### src/rtl/timer32_core.sv
//----------------------------------------------------------------------------
// timer32_core
//
// 32-bit prescaled up-counter with compare-reload and sticky overflow flag.
// This is the counting engine behind the APB TIMER32 register wrapper. The
// wrapper supplies PRE/TMRCMP/TMREN/TMROVCLR from its registers and reads
// back TMR/TMROV (TMROV is also gated into the wrapper's IRQ).
//
// Optional feature macro: TIMER32_ONESHOT_EN
//   Defined   : ONESHOT port present; with ONESHOT=1 the counter stops at 0
//               after the first match until TMREN is sampled low.
//   Undefined : no ONESHOT port, always periodic auto-reload.
//
// Ports
//   PCLK      in   1   clock, all state on rising edge
//   PRESETn   in   1   asynchronous active-low reset
//   PRE       in  32   prescaler limit: one tick every PRE+1 enabled cycles
//   TMRCMP    in  32   compare/reload value: period is TMRCMP+1 ticks
//   TMREN     in   1   counter enable (level)
//   TMROVCLR  in   1   overflow clear (level), dominates a same-cycle match
//   ONESHOT   in   1   one-shot select (TIMER32_ONESHOT_EN only)
//   TMR       out 32   current counter value (registered)
//   TMROV     out  1   sticky compare-match flag (registered)
//----------------------------------------------------------------------------
`timescale 1ns/1ps

module timer32_core (
  input  logic        PCLK,
  input  logic        PRESETn,
  input  logic [31:0] PRE,
  input  logic [31:0] TMRCMP,
  input  logic        TMREN,
  input  logic        TMROVCLR,
`ifdef TIMER32_ONESHOT_EN
  input  logic        ONESHOT,
`endif
  output logic [31:0] TMR,
  output logic        TMROV
);

  logic [31:0] pre_cnt_reg, pre_cnt_next;
  logic [31:0] tmr_reg,     tmr_next;
  logic        tmrov_reg,   tmrov_next;
  logic        tick;
  logic        match;
  logic        hold;

`ifdef TIMER32_ONESHOT_EN
  logic        done_reg, done_next;

  // A completed one-shot parks the prescaler and counter until TMREN drops.
  always_comb begin
    hold = done_reg;
  end
`else
  always_comb begin
    hold = 1'b0;
  end
`endif

  // Tick is combinational from pre_cnt so the counter moves in the same
  // cycle the prescaler wraps; with PRE=0 this ticks on every enabled edge.
  // Using >= means a PRE lowered below pre_cnt wraps immediately.
  always_comb begin
    tick = TMREN && !hold && (pre_cnt_reg >= PRE);
  end

  // >= rather than == so lowering TMRCMP under the live count reloads on
  // the next tick instead of running all the way round through 32'hFFFFFFFF.
  always_comb begin
    match = tick && (tmr_reg >= TMRCMP);
  end

  always_comb begin
    pre_cnt_next = pre_cnt_reg;
    if (!TMREN || hold) begin
      pre_cnt_next = 32'd0;
    end else if (tick) begin
      pre_cnt_next = 32'd0;
    end else begin
      pre_cnt_next = pre_cnt_reg + 32'd1;
    end
  end

  // Disabling freezes TMR; only the prescaler restarts on re-enable.
  always_comb begin
    tmr_next = tmr_reg;
    if (hold) begin
      tmr_next = 32'd0;
    end else if (tick) begin
      if (match) begin
        tmr_next = 32'd0;
      end else begin
        tmr_next = tmr_reg + 32'd1;
      end
    end
  end

  // Clear wins over a simultaneous match.
  always_comb begin
    tmrov_next = tmrov_reg;
    if (TMROVCLR) begin
      tmrov_next = 1'b0;
    end else if (match) begin
      tmrov_next = 1'b1;
    end
  end

`ifdef TIMER32_ONESHOT_EN
  // ONESHOT is looked at only on the matching tick, so toggling it
  // mid-count affects just the next match.
  always_comb begin
    done_next = done_reg;
    if (!TMREN) begin
      done_next = 1'b0;
    end else if (match && ONESHOT) begin
      done_next = 1'b1;
    end
  end

  always_ff @(posedge PCLK or negedge PRESETn) begin
    if (!PRESETn) begin
      done_reg <= 1'b0;
    end else begin
      done_reg <= done_next;
    end
  end
`endif

  always_ff @(posedge PCLK or negedge PRESETn) begin
    if (!PRESETn) begin
      pre_cnt_reg <= 32'd0;
      tmr_reg     <= 32'd0;
      tmrov_reg   <= 1'b0;
    end else begin
      pre_cnt_reg <= pre_cnt_next;
      tmr_reg     <= tmr_next;
      tmrov_reg   <= tmrov_next;
    end
  end

  assign TMR   = tmr_reg;
  assign TMROV = tmrov_reg;

endmodule
### config.mk
export PLATFORM = sky130hd
export DESIGN_NAME = timer32_core
export DESIGN_NICKNAME = d
export VERILOG_FILES = /design/src/rtl/timer32_core.sv
export SDC_FILE = /design/constraint.sdc
export NUM_CORES = 1
export LEC_CHECK = 0
export CORE_MARGIN = 4
export CORE_UTILIZATION = 29
export DETAILED_ROUTE_END_ITERATION = 6
export PLACE_DENSITY_LB_ADDON = 0.2
export SLEW_MARGIN = 5
export SYNTH_ARGS = -nofsm -noshare
export SYNTH_HDL_FRONTEND = slang
export SYNTH_SLANG_ARGS = --single-unit
### constraint.sdc
create_clock -name PCLK -period 2.2 [get_ports PCLK]
set_input_delay 0.55 -clock PCLK [delete_from_list [all_inputs] [get_ports PCLK]]
set_output_delay 0.55 -clock PCLK [all_outputs]
set_load 0.05 [all_outputs]
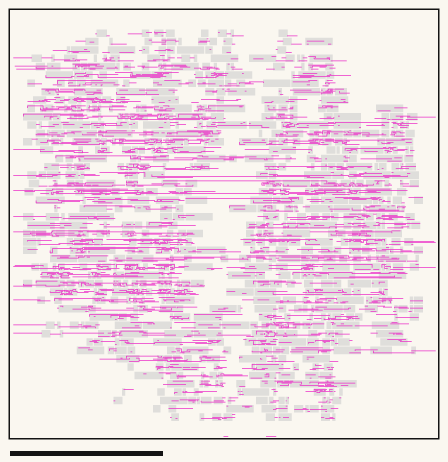
*Signal wires on met1*
The bar under the picture is 50 um long. Cells faint in the background.
share of all routed wire: 43%
nets with wire on the layer: 882

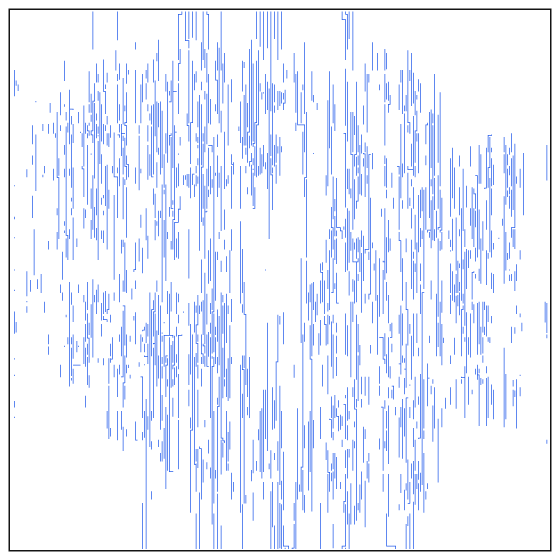
*The metal 2 layer*
longest straight run: 49.6 um
nets with wire on the layer: 859
share of all routed wire: 52%
main direction: vertical
met2 Track Usage GR: 0.3025
WL final: 16730 um
vias after detailed routing: 5243

==> deck_impl_summary.md <==
Run Summary

Power
  – Combinational power: 0.558 mW
  – Logic pwr share: 0.183
  – Clk pwr share: 0.422

STA
  – Worst setup margin: -411.4 ps
  – Post-route minimum period: 2611 ps
  – Worst Skew: 5.163 ps
  – Setup Viol. Count Final: 65
  – Final Slew Violations: 0
  – RSZ-0062 raised after global routing: true

Clock network
  – Clk latency late pin: 340 ps
  – H-tree depth: 3
  – CTS tree: yes

Layout
  – Most used logic cell in the final layout: buf_4
  – Multi-input gate area: 0.004322 sq mm

Yosys
  – Top area contributor share: 0.3244
  – Yosys Chip Area: 0.005015 sq mm
  – XOR Share, Synth: 0.05240
  – Post-synth EDFFs: 0

Outcome
  – Status: complete, but fails checks
  – Failing checks: setup timing

Placed design
  – Post-DP HPWL: 11470 um

Setup path
  – Buf/Inv on CP: 4
  – CP Depth: 12

Routing
  – M1 WL: 7146 um
  – WL per Instance: 15.90 um
  – Via/cell ratio: 4.984
  – Count of antenna-violating nets left after detailed routing: 0

Flow run
  – Max-Cap Viols: 0
  – Tool warning count: 29

Floorplan
  – Floorplan utilization: 0.2992
-- per-stage QoR --
stage / setup slack [ps] / total power, mW / area [sq um] / utilization / setup TNS (ps)
detailed placement: -1179 / 1.644 / 7133 / 0.4256 / -71830
global placement: -1141 / 1.631 / 7133 / 0.4256 / -70290
finish: -411.4 / 3.055 / 8924 / 0.5324 / -20680
global route: -504.4 / 3.200 / 8924 / 0.5324 / -25160
floorplan: -264.8 / 1.413 / 5187 / - / -6142
CTS: -470.0 / 3.057 / 8559 / 0.5107 / -24610
-- path summary, 6_finish.rpt --
| kind | end | startpoint | slack [ps] |
|---|---|---|---|
| min reg2reg | TMROV$_DFFE_PN0P_ | TMROV$_DFFE_PN0P_ | 510 |
| max in group asynchronous | TMR[20]$_DFFE_PN0P_ | PRESETn | 1640 |
| max | TMR[10]$_DFFE_PN0P_ | pre_cnt_reg[0]$_DFF_PN0_ | -410 |
| max reg2reg | TMR[10]$_DFFE_PN0P_ | pre_cnt_reg[0]$_DFF_PN0_ | -410 |
| min in group PCLK | TMROV$_DFFE_PN0P_ | TMROV$_DFFE_PN0P_ | 510 |
| min | pre_cnt_reg[7]$_DFF_PN0_ | PRESETn | 230 |
-- area by class of cell --
| cell class | instances | share of cell area |
|---|---|---|
| multi-input combinational | 439 | 0.4843 |
| timing repair buffer | 244 | 0.2409 |
| sequential | 65 | 0.1862 |
| tap | 220 | 0.03085 |
| inverter | 68 | 0.02888 |
| clock buffer | 13 | 0.02692 |
| clock inverter | 3 | 0.001963 |
-- what timing repair did --
item,in CTS,in global routing
gates cloned,6,0
setup buffers,22,11
pin swaps,94,39
setup endpoints to repair,68,66
gates resized,274,82
Power is estimated from default activity; no workload was simulated.
